$ cat src/rtl/alu_issue_pkg.sv
// rtl/alu_issue_pkg.sv - shared state encoding, ALU op codes and counter sizing for alu_issue_ctrl
package alu_issue_pkg;

    typedef enum logic [1:0] {
        ST_IDLE = 2'd0,
        ST_WAIT = 2'd1,
        ST_WB   = 2'd2
    } state_e;

    localparam logic [3:0] OP_ADD  = 4'd0;
    localparam logic [3:0] OP_SUB  = 4'd1;
    localparam logic [3:0] OP_AND  = 4'd2;
    localparam logic [3:0] OP_OR   = 4'd3;
    localparam logic [3:0] OP_XOR  = 4'd4;
    localparam logic [3:0] OP_SLL  = 4'd5;
    localparam logic [3:0] OP_SRL  = 4'd6;
    localparam logic [3:0] OP_SRA  = 4'd7;
    localparam logic [3:0] OP_SLT  = 4'd8;
    localparam logic [3:0] OP_SLTU = 4'd9;

    function automatic int cnt_width(input int timeout_cycles);
        return $clog2(timeout_cycles + 1);
    endfunction

endpackage

$ cat src/rtl/alu_timeout_cnt.sv
// rtl/alu_timeout_cnt.sv - WAIT-cycle counter flagging the last permitted cycle
module alu_timeout_cnt
    import alu_issue_pkg::*;
#(
    parameter int TIMEOUT_CYCLES = 16,
    parameter int CNT_W          = cnt_width(TIMEOUT_CYCLES)
) (
    input  logic clk,
    input  logic rst_n,
    input  logic clear_i,
    input  logic en_i,
    output logic expired_o
);

    logic [CNT_W-1:0] cnt_q;

    // cnt_q holds completed WAIT cycles, so the current cycle is cnt_q+1
    always_ff @(posedge clk) begin
        if (!rst_n) begin
            cnt_q <= '0;
        end else if (clear_i) begin
            cnt_q <= '0;
        end else if (en_i) begin
            cnt_q <= cnt_q + CNT_W'(1);
        end
    end

    assign expired_o = en_i && (cnt_q == CNT_W'(TIMEOUT_CYCLES - 1));

endmodule

$ cat src/rtl/alu_issue_ctrl.sv
// rtl/alu_issue_ctrl.sv - issues one decoded ALU op, waits for the result with timeout, hands it to writeback
module alu_issue_ctrl
    import alu_issue_pkg::*;
#(
    parameter int BUS_WIDTH      = 32,
    parameter int OPCODE_WIDTH   = 4,
    parameter int REG_ADDR_WIDTH = 5,
    parameter int TIMEOUT_CYCLES = 16
) (
    input  logic                      clk,
    input  logic                      rst_n,
    input  logic                      req_valid,
    output logic                      req_ready,
    input  logic [BUS_WIDTH-1:0]      req_rs_data,
    input  logic [BUS_WIDTH-1:0]      req_imme_rs,
    input  logic [OPCODE_WIDTH-1:0]   req_op_code,
    input  logic [REG_ADDR_WIDTH-1:0] req_rd_addr,
    output logic [BUS_WIDTH-1:0]      rs_data,
    output logic [BUS_WIDTH-1:0]      imme_rs,
    output logic [OPCODE_WIDTH-1:0]   op_code,
    input  logic [BUS_WIDTH-1:0]      alu_data_out,
    input  logic                      alu_data_valid,
    output logic                      wb_valid,
    input  logic                      wb_ready,
    output logic [REG_ADDR_WIDTH-1:0] wb_rd_addr,
    output logic [BUS_WIDTH-1:0]      wb_data,
    output logic                      busy,
    output logic                      err_timeout
);

    state_e                    state_q, state_d;
    logic [BUS_WIDTH-1:0]      rs_data_q, rs_data_d;
    logic [BUS_WIDTH-1:0]      imme_rs_q, imme_rs_d;
    logic [OPCODE_WIDTH-1:0]   op_code_q, op_code_d;
    logic [REG_ADDR_WIDTH-1:0] rd_addr_q, rd_addr_d;
    logic [REG_ADDR_WIDTH-1:0] wb_rd_addr_q, wb_rd_addr_d;
    logic [BUS_WIDTH-1:0]      wb_data_q, wb_data_d;
    logic                      err_q, err_d;
    logic                      cnt_clear, cnt_en, cnt_expired;

    alu_timeout_cnt #(
        .TIMEOUT_CYCLES(TIMEOUT_CYCLES)
    ) u_timeout_cnt (
        .clk      (clk),
        .rst_n    (rst_n),
        .clear_i  (cnt_clear),
        .en_i     (cnt_en),
        .expired_o(cnt_expired)
    );

    always_comb begin
        state_d      = state_q;
        rs_data_d    = rs_data_q;
        imme_rs_d    = imme_rs_q;
        op_code_d    = op_code_q;
        rd_addr_d    = rd_addr_q;
        wb_rd_addr_d = wb_rd_addr_q;
        wb_data_d    = wb_data_q;
        err_d        = 1'b0;
        cnt_clear    = 1'b0;
        cnt_en       = 1'b0;
        unique case (state_q)
            ST_IDLE: begin
                if (req_valid) begin
                    rs_data_d = req_rs_data;
                    imme_rs_d = req_imme_rs;
                    op_code_d = req_op_code;
                    rd_addr_d = req_rd_addr;
                    cnt_clear = 1'b1;
                    state_d   = ST_WAIT;
                end
            end
            ST_WAIT: begin
                cnt_en = 1'b1;
                if (alu_data_valid) begin
                    wb_data_d    = alu_data_out;
                    wb_rd_addr_d = rd_addr_q;
                    // x0 writes are architecturally dropped, so skip the writeback handshake
                    state_d      = (rd_addr_q != '0) ? ST_WB : ST_IDLE;
                end else if (cnt_expired) begin
                    err_d   = 1'b1;
                    state_d = ST_IDLE;
                end
            end
            ST_WB: begin
                if (wb_ready) begin
                    state_d = ST_IDLE;
                end
            end
            default: state_d = ST_IDLE;
        endcase
    end

    always_ff @(posedge clk) begin
        if (!rst_n) begin
            state_q      <= ST_IDLE;
            rs_data_q    <= '0;
            imme_rs_q    <= '0;
            op_code_q    <= '0;
            rd_addr_q    <= '0;
            wb_rd_addr_q <= '0;
            wb_data_q    <= '0;
            err_q        <= 1'b0;
        end else begin
            state_q      <= state_d;
            rs_data_q    <= rs_data_d;
            imme_rs_q    <= imme_rs_d;
            op_code_q    <= op_code_d;
            rd_addr_q    <= rd_addr_d;
            wb_rd_addr_q <= wb_rd_addr_d;
            wb_data_q    <= wb_data_d;
            err_q        <= err_d;
        end
    end

    assign req_ready   = (state_q == ST_IDLE);
    assign busy        = !req_ready;
    assign wb_valid    = (state_q == ST_WB);
    assign rs_data     = rs_data_q;
    assign imme_rs     = imme_rs_q;
    assign op_code     = op_code_q;
    assign wb_rd_addr  = wb_rd_addr_q;
    assign wb_data     = wb_data_q;
    assign err_timeout = err_q;

endmodule

$ cat config.mk
export PLATFORM = sky130hd
export DESIGN_NAME = alu_issue_ctrl
export DESIGN_NICKNAME = d
export VERILOG_FILES = /design/src/rtl/alu_issue_pkg.sv /design/src/rtl/alu_timeout_cnt.sv /design/src/rtl/alu_issue_ctrl.sv
export SDC_FILE = /design/constraint.sdc
export NUM_CORES = 1
export LEC_CHECK = 0
export CORE_UTILIZATION = 40
export CTS_CLUSTER_SIZE = 25
export DETAILED_ROUTE_END_ITERATION = 12
export PLACE_DENSITY = 0.89
export SETUP_SLACK_MARGIN = 0.02
export SLEW_MARGIN = 10
export SYNTH_ARGS = -nofsm -noshare
export SYNTH_HDL_FRONTEND = slang
export SYNTH_SLANG_ARGS = --single-unit
export TNS_END_PERCENT = 20
$ cat constraint.sdc
create_clock -name clk -period 1.42 [get_ports clk]
set_input_delay 0.142 -clock clk [delete_from_list [all_inputs] [get_ports clk]]
set_output_delay 0.142 -clock clk [all_outputs]
set_load 0.005 [all_outputs]
Figure 1. Clock wiring as the flow saved it.
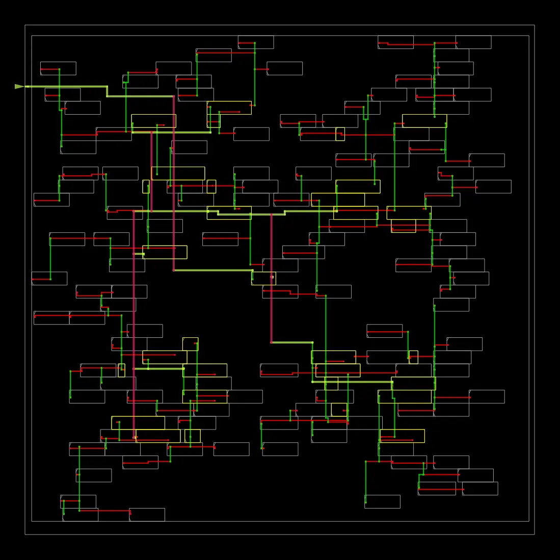
clock network power: 4360 uW
TritonCTS buffer count: 17
Latency at later pin: 500 ps
Worst Skew: 4.803 ps
Flops: 118

Figure 2. Metal layers overlaid.
Two of the layers only.
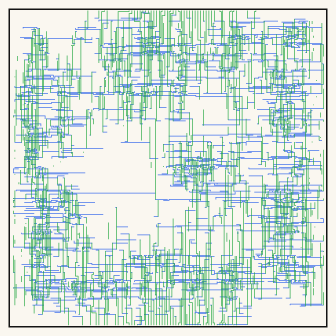
Blue shows met1, wire length 4880 um. Green shows met2, wire length 6280 um.
routed wire length per instance: 13.86 um
Tot GR Track Use: 22.14%
vias: 4380
Routed WL: 12400 um

==> results.cfg <==
; implementation run metrics
[status]
outcome = finished, final reports clean

[global_route]
grt_first_pass_wirelength_um = 19460

[pwr]
power_uw = 9087
clkPwrFrac_pct = 48.0
p_comb_uw = 1140
powerDensity_mw_per_mm2 = 1271
vdd_drop_max_mv = 0.6580

[route]
top_layer = met4
wirelength_met1_um = 4882
viasPerCell = 4.899
antenna_left = 0

[worst_setup_path]
r2r-end = imme_rs[16]
crit_type = reg2reg
r2r_cells = 4
max_stage_delay_ps = 550
crit_family = simple AND/OR/NAND/NOR gates
end_kind = flip-flop
required_ps = 1790
crit_end = imme_rs[16]
startpoint_type = flip-flop
cp.depth = 4

[final_layout]
area_share_nonclk_buffers_pct = 32.55
n_clock_buffer = 20
final_cells = 894
layout_top_cells = nand2_1 (223), a21oi_1 (110), clkdlybuf4s50_1 (109)
area_growth_pct = 66.67
register_area_mm2 = 0.002382
seq-cell-share_pct = 33.32

[synthesis]
netlist_logic_family_top = simple AND/OR/NAND/NOR gates
synth_warnings = 0
edf_count = 0
netlist-cell-type-count = 29
synthMuxAreaShare_pct = 0.4666
yosys.area.top_type_share_pct = 55.06
ys_seq_share_pct = 55.06
synth-adder-area-share_pct = 0.5833

[cts]
root_buffer = clkbuf_8
clkSlewWorstSetupHoldPaths_ps = 60
cts.sinks = 118
clk_path_buf_depth = 2
cts_resized = 134

[placed_design]
routabilityCongestion = 0.8480
placed_cells = 859
place_area_mm2 = 0.006579

[timing]
setup-violations-final = 0
whs_ps = 186.3
min_period_ps = 1418
finalHoldViolCount = 0
relSlewSlack_pct = 74.57

[floorplanning]
die_x_um = 105.6
core_mm2 = 0.01037

[hold_path]
worstHoldEndpoint = imme_rs[1]
No activity file was given, so power comes from the tool's default toggle rates.
